**Gate-type map**

Scale bar: 20 um.
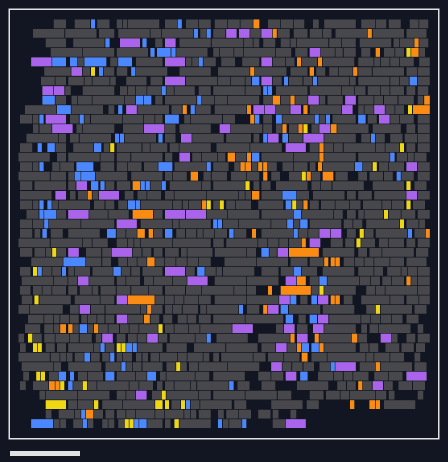
**Cell sizes after repair**

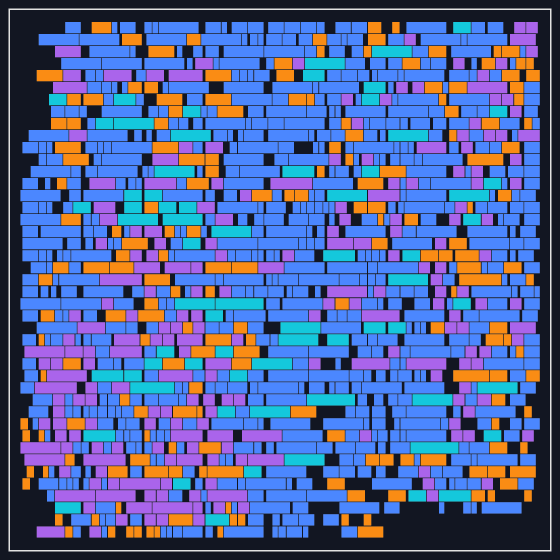
**Congestion heat map**

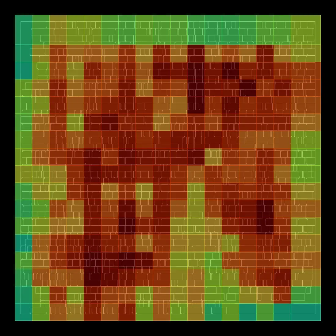
**Clock wires, drivers and flops**

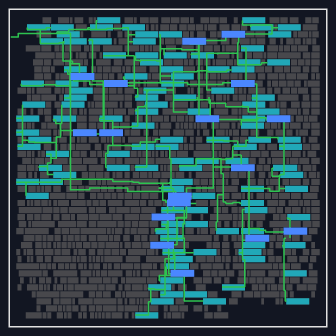
**Signal wires on met3**

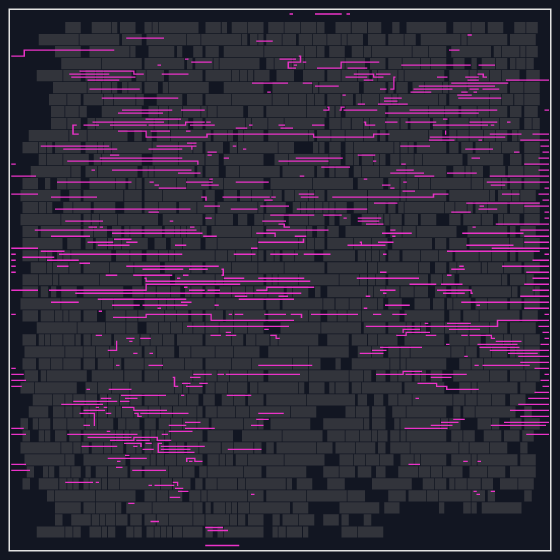
<file path="src/rtl/corr_pkg.sv">
// Shared FSM state type and per-pixel similarity helper for the correlation engine.
package corr_pkg;

  typedef enum logic [1:0] {
    IDLE,
    RUN,
    DRAIN,
    DONE
  } corrState_e;

  // Similarity of two pixels: maxPix - |a - b|. Both inputs fit in maxPix, so this never wraps.
  function automatic logic [31:0] pixScore(input logic [31:0] a,
                                           input logic [31:0] b,
                                           input logic [31:0] maxPix);
    logic [31:0] diff;
    diff = (a > b) ? (a - b) : (b - a);
    return maxPix - diff;
  endfunction

endpackage

</file>
<file path="src/rtl/corr_valid_pipe.sv">
// Delay line that realigns the read-enable with returning SRAM data.
// With LAT = 0 it is a plain wire.
module corr_valid_pipe #(
  parameter int LAT = 2
) (
  input  logic iCLK,
  input  logic iRST_N,
  input  logic iClr,
  input  logic iValid,
  output logic oTap
);

  generate
    if (LAT == 0) begin : gNoDelay
      assign oTap = iValid;
    end else begin : gDelay
      logic [LAT-1:0] stage;

      always_ff @(posedge iCLK or negedge iRST_N) begin
        if (!iRST_N) begin
          stage <= '0;
        end else if (iClr) begin
          stage <= '0;
        end else begin
          stage <= LAT'({stage, iValid});
        end
      end

      assign oTap = stage[LAT-1];
    end
  endgenerate

endmodule

</file>
<file path="src/rtl/corr_score_engine.sv">
// Template-correlation engine: scores a TPL_W x TPL_H template against a frame window.
// Optional best-position tracking is enabled by defining CORR_BEST_TRACK_EN.
module corr_score_engine
  import corr_pkg::*;
#(
  parameter  int PIX_W   = 10,
  parameter  int COORD_W = 13,
  parameter  int TPL_W   = 512,
  parameter  int TPL_H   = 384,
  parameter  int RD_LAT  = 2,
  localparam int ACC_W   = PIX_W + $clog2(TPL_W * TPL_H)
) (
  input  logic               iCLK,
  input  logic               iRST_N,
  input  logic               iStart,
  input  logic [COORD_W-1:0] iXstart,
  input  logic [COORD_W-1:0] iYstart,
  input  logic [PIX_W-1:0]   iPix_sram,
  input  logic [PIX_W-1:0]   iPix_tpl,
  output logic [COORD_W-1:0] oX_sram,
  output logic [COORD_W-1:0] oY_sram,
  output logic [COORD_W-1:0] oX_tpl,
  output logic [COORD_W-1:0] oY_tpl,
  output logic               oRd_en,
  output logic               oBusy,
  output logic               oDone,
  output logic [ACC_W-1:0]   oScore
`ifdef CORR_BEST_TRACK_EN
  ,
  input  logic               iClr_best,
  output logic [ACC_W-1:0]   oBest_score,
  output logic [COORD_W-1:0] oBest_X,
  output logic [COORD_W-1:0] oBest_Y
`endif
);

  localparam logic [PIX_W-1:0]   MAXPIX    = '1;
  localparam logic [COORD_W-1:0] X_LAST    = COORD_W'(TPL_W - 1);
  localparam logic [COORD_W-1:0] Y_LAST    = COORD_W'(TPL_H - 1);
  localparam int                 DCNT_W    = (RD_LAT > 1) ? $clog2(RD_LAT) : 1;
  localparam logic [DCNT_W-1:0]  DCNT_LAST = DCNT_W'((RD_LAT > 0) ? RD_LAT - 1 : 0);

  corrState_e         state, stateNext;
  logic [COORD_W-1:0] xOrg, yOrg, xCnt, yCnt;
  logic [ACC_W-1:0]   acc, accNext, scoreReg;
  logic [DCNT_W-1:0]  drainCnt;
  logic [PIX_W-1:0]   sampleScore;
  logic               accept, lastAddr, drainLast, sampleValid;

  assign accept      = (state == IDLE) && iStart;
  assign lastAddr    = (xCnt == X_LAST) && (yCnt == Y_LAST);
  assign drainLast   = (drainCnt == DCNT_LAST);
  assign sampleScore = PIX_W'(pixScore(32'(iPix_sram), 32'(iPix_tpl), 32'(MAXPIX)));
  assign accNext     = sampleValid ? (acc + ACC_W'(sampleScore)) : acc;

  corr_valid_pipe #(.LAT(RD_LAT)) uValidPipe (
    .iCLK  (iCLK),
    .iRST_N(iRST_N),
    .iClr  (accept),
    .iValid(oRd_en),
    .oTap  (sampleValid)
  );

  always_ff @(posedge iCLK or negedge iRST_N) begin
    if (!iRST_N) state <= IDLE;
    else         state <= stateNext;
  end

  always_comb begin
    // NOTE: default first so every path assigns stateNext and no latch is inferred.
    stateNext = state;
    case (state)
      IDLE:    if (iStart) stateNext = RUN;
      RUN:     if (lastAddr) stateNext = (RD_LAT == 0) ? DONE : DRAIN;
      DRAIN:   if (drainLast) stateNext = DONE;
      DONE:    stateNext = IDLE;
      default: stateNext = IDLE;
    endcase
  end

  // NOTE: non-blocking assignments so every register updates from pre-edge values.
  always_ff @(posedge iCLK or negedge iRST_N) begin
    if (!iRST_N) begin
      xOrg     <= '0;
      yOrg     <= '0;
      xCnt     <= '0;
      yCnt     <= '0;
      acc      <= '0;
      drainCnt <= '0;
      scoreReg <= '0;
    end else begin
      case (state)
        IDLE: begin
          if (iStart) begin
            xOrg <= iXstart;
            yOrg <= iYstart;
            xCnt <= '0;
            yCnt <= '0;
            acc  <= '0;
          end
        end
        RUN: begin
          acc      <= accNext;
          drainCnt <= '0;
          // Counters freeze on the final address so the address outputs hold it afterwards.
          if (!lastAddr) begin
            if (xCnt == X_LAST) begin
              xCnt <= '0;
              yCnt <= yCnt + 1'b1;
            end else begin
              xCnt <= xCnt + 1'b1;
            end
          end
        end
        DRAIN: begin
          acc      <= accNext;
          drainCnt <= drainCnt + 1'b1;
        end
        default: ;
      endcase
      // Capture including the final sample so oScore is valid alongside oDone.
      if ((stateNext == DONE) && (state != DONE)) scoreReg <= accNext;
    end
  end

  assign oX_sram = xOrg + xCnt;
  assign oY_sram = yOrg + yCnt;
  assign oX_tpl  = xCnt;
  assign oY_tpl  = yCnt;
  assign oRd_en  = (state == RUN);
  assign oBusy   = (state == RUN) || (state == DRAIN);
  assign oDone   = (state == DONE);
  assign oScore  = scoreReg;

`ifdef CORR_BEST_TRACK_EN
  // Strict greater-than keeps the earlier position on ties.
  always_ff @(posedge iCLK or negedge iRST_N) begin
    if (!iRST_N) begin
      oBest_score <= '0;
      oBest_X     <= '0;
      oBest_Y     <= '0;
    end else if (iClr_best) begin
      oBest_score <= '0;
      oBest_X     <= '0;
      oBest_Y     <= '0;
    end else if ((state == DONE) && (scoreReg > oBest_score)) begin
      oBest_score <= scoreReg;
      oBest_X     <= xOrg;
      oBest_Y     <= yOrg;
    end
  end
`endif

endmodule

</file>
<file path="config.mk">
export PLATFORM = sky130hd
export DESIGN_NAME = corr_score_engine
export DESIGN_NICKNAME = d
export VERILOG_FILES = /design/src/rtl/corr_pkg.sv /design/src/rtl/corr_valid_pipe.sv /design/src/rtl/corr_score_engine.sv
export SDC_FILE = /design/constraint.sdc
export NUM_CORES = 1
export LEC_CHECK = 0
export CORE_MARGIN = 2
export CORE_UTILIZATION = 54
export CTS_CLUSTER_DIAMETER = 150
export CTS_CLUSTER_SIZE = 10
export DETAILED_ROUTE_END_ITERATION = 8
export PLACE_DENSITY = 0.81
export SLEW_MARGIN = 20
export SYNTH_ARGS = -nofsm -noshare
export SYNTH_HDL_FRONTEND = slang
export SYNTH_SLANG_ARGS = --single-unit
</file>
<file path="constraint.sdc">
create_clock -name iCLK -period 2.8 [get_ports iCLK]
set_clock_uncertainty 0.15 [all_clocks]
set_input_delay 0.42 -clock iCLK [delete_from_list [all_inputs] [get_ports iCLK]]
set_output_delay 0.42 -clock iCLK [all_outputs]
set_load 0.01 [all_outputs]
</file>
==> results_slide.txt <==
Physical Implementation Snapshot

Drt
  • DRT iter0 DRCs: a little over 900
  • Max layer used: met4
  • Avg WL per Cell: approximately 24 um
  • Antenna-violating nets left: 0
  • DR pass1 iterations: 6
  • WL met1: 11000 um
  • Routed vias/inst: between 6 and 7
  • DRC: 0

Critical path
  • Worst setup SP type: input pin
  • Critical Path Source: iPix_sram[0]
  • Worst R2R Start: acc[0]$_DFFE_PN0P_
  • FF-to-FF setup slack: -210 ps
  • CP endpoint kind: flip-flop
  • Critical Path RT: 2950 ps
  • CP Buf/Inv Count: 9
  • Cell Chain, Critical Path: buf_8, inv_4, ha_4, inv_2, fa_2, nand3_4, a21oi_4, a311oi_4, a2bb2oi_4, buf_12, buf_6, a211oi_2, a21oi_1, xnor2_1, ha_1, buf_6, buf_4, buf_6, a211oi_4, a211oi_4, buf_6, nand2_4, xor2_1, o21ai_1
  • CP Capture Point: oScore[18]$_DFFE_PN0P_

Yosys
  • Yosys simple share: between 10% and 20%
  • Synth Area in Adders: approximately 11%
  • Mux share: under 10%
  • Main flop type: dfrtp_1
  • Aoi share: 17.9%
  • Syn nets: 922
  • Top cells, area: dfrtp_1 37%, ha_1 9.9%, xor2_1 4.6%
  • Most common cell in the synthesized netlist: dfrtp_1
  • Yosys warning count: 0
  • Post-Synthesis Cells: just over 800
  • Top cell type by total area after synthesis: dfrtp_1
  • #FFs+latches synth: roughly 110
  • Yosys Chip Area: 7560 sq um

Layout
  • Leading cell kind: combinational gates
  • CLK BUF: 23
  • Number of diodes: 0
  • Post-layout util: 88.1%
  • Comb gates: 622
  • # fillers: between 500 and 600
  • Clock network area share: under 10%
  • Final instance count without filler cells: about 1300
  • Combinational share of cell area: a little under half
  • Flop area: roughly 2800 sq um

STA
  • Slew @ Worst Pin: ~630 ps
  • RSZ-0062 raised after global routing: true
  • Pins Over Slew Limit: 0
  • Fin worst setup slack: -1410 ps
  • Fin. Hold Viols: 0
  • Post-route minimum period: between 4000 and 5000 ps
  • Endpoints failing setup: 76
  • Final period util: 150%

Placement
  • Placer Congestion: around 0.84
  • # placed instances: roughly 1200

Flow run
  • Max-Cap Viols: 0
  • OpenROAD warnings: about 42

Global route
  • Initial antenna violation count: 0
  • Global route overflow: 0
  • Met1 usage in global routing: 37.9%
  • Total GRT Usage: roughly a third

Clock network
  • CTS tree: done
  • Clock-pin slew on the worst setup and hold paths: roughly 60 ps
  • Clock Path Buffers: 2
  • Total CTS buffers: 17
  • Resize count post-CTS: approximately 240
  • Hold Buf Count CTS: 1

Floorplan
  • I/O pins: roughly 130
  • Die area: between 10000 and 15000 sq um
  • Core area: 13800 sq um
  • Taps Inserted: 180
  • Die X: between 100 and 150 um
  • Die Ht: approximately 120 um

Status
  • Status: finished with violations
  • Failing checks: negative setup slack

Power and ir drop
  • Maximum vdd drop: between 0.7 and 0.8 mV
## Picture notes: 'gate-type map'
legend:
  nor cells:
    color: orange
    cells: 78
  inv cells:
    color: yellow
    cells: 43
    where: widely spread
  xor and xnor cells:
    color: purple
    cells: 74
    where: widely spread
  nand cells:
    color: blue
    cells: 122
    where: widely spread

## Picture notes: 'cell sizes after repair'
legend:
  x1 and smaller:
    color: blue
    cells: 663
    share: 59%
    most_used: dfrtp_1
  x3 and x4:
    color: purple
    cells: 217
    share: 19%
    most_used: buf_4
  x2:
    color: orange
    cells: 183
    share: 16%
    most_used: mux2_2
  x6 and larger:
    color: cyan
    cells: 67
    share: 5.9%
    most_used: buf_6
final instance area: 12100 sq um
area delta synth->final: 60.6%
bufs w/o clock: 321
fin worst setup slack: -1410 ps

## Picture notes: 'congestion heat map'
Top Usage Layer GRT: met2
M2 GR Usage: 62.3%

## Picture notes: 'clock wires, drivers and flops'
legend:
  flip-flops:
    color: cyan
    count: 113
  clock-net drivers:
    color: blue
    count: 17
  clock wires:
    color: green
    length: 1760 um
routed clock nets: 18
flops lie: widely spread
clk_lat worst skew: 430 ps
Clk power: 2.33 mW
Clk pwr share: 20.9%

## Picture notes: 'signal wires on met3'
wire length on this layer: 2540 um
longest straight run: 50.8 um
nets with wire on the layer: 295
share of all routed wire: 8.0%
routed wire length: 31600 um
via count: 8462
met3 usage: 8.74%

Power and IR drop assume default switching activity.
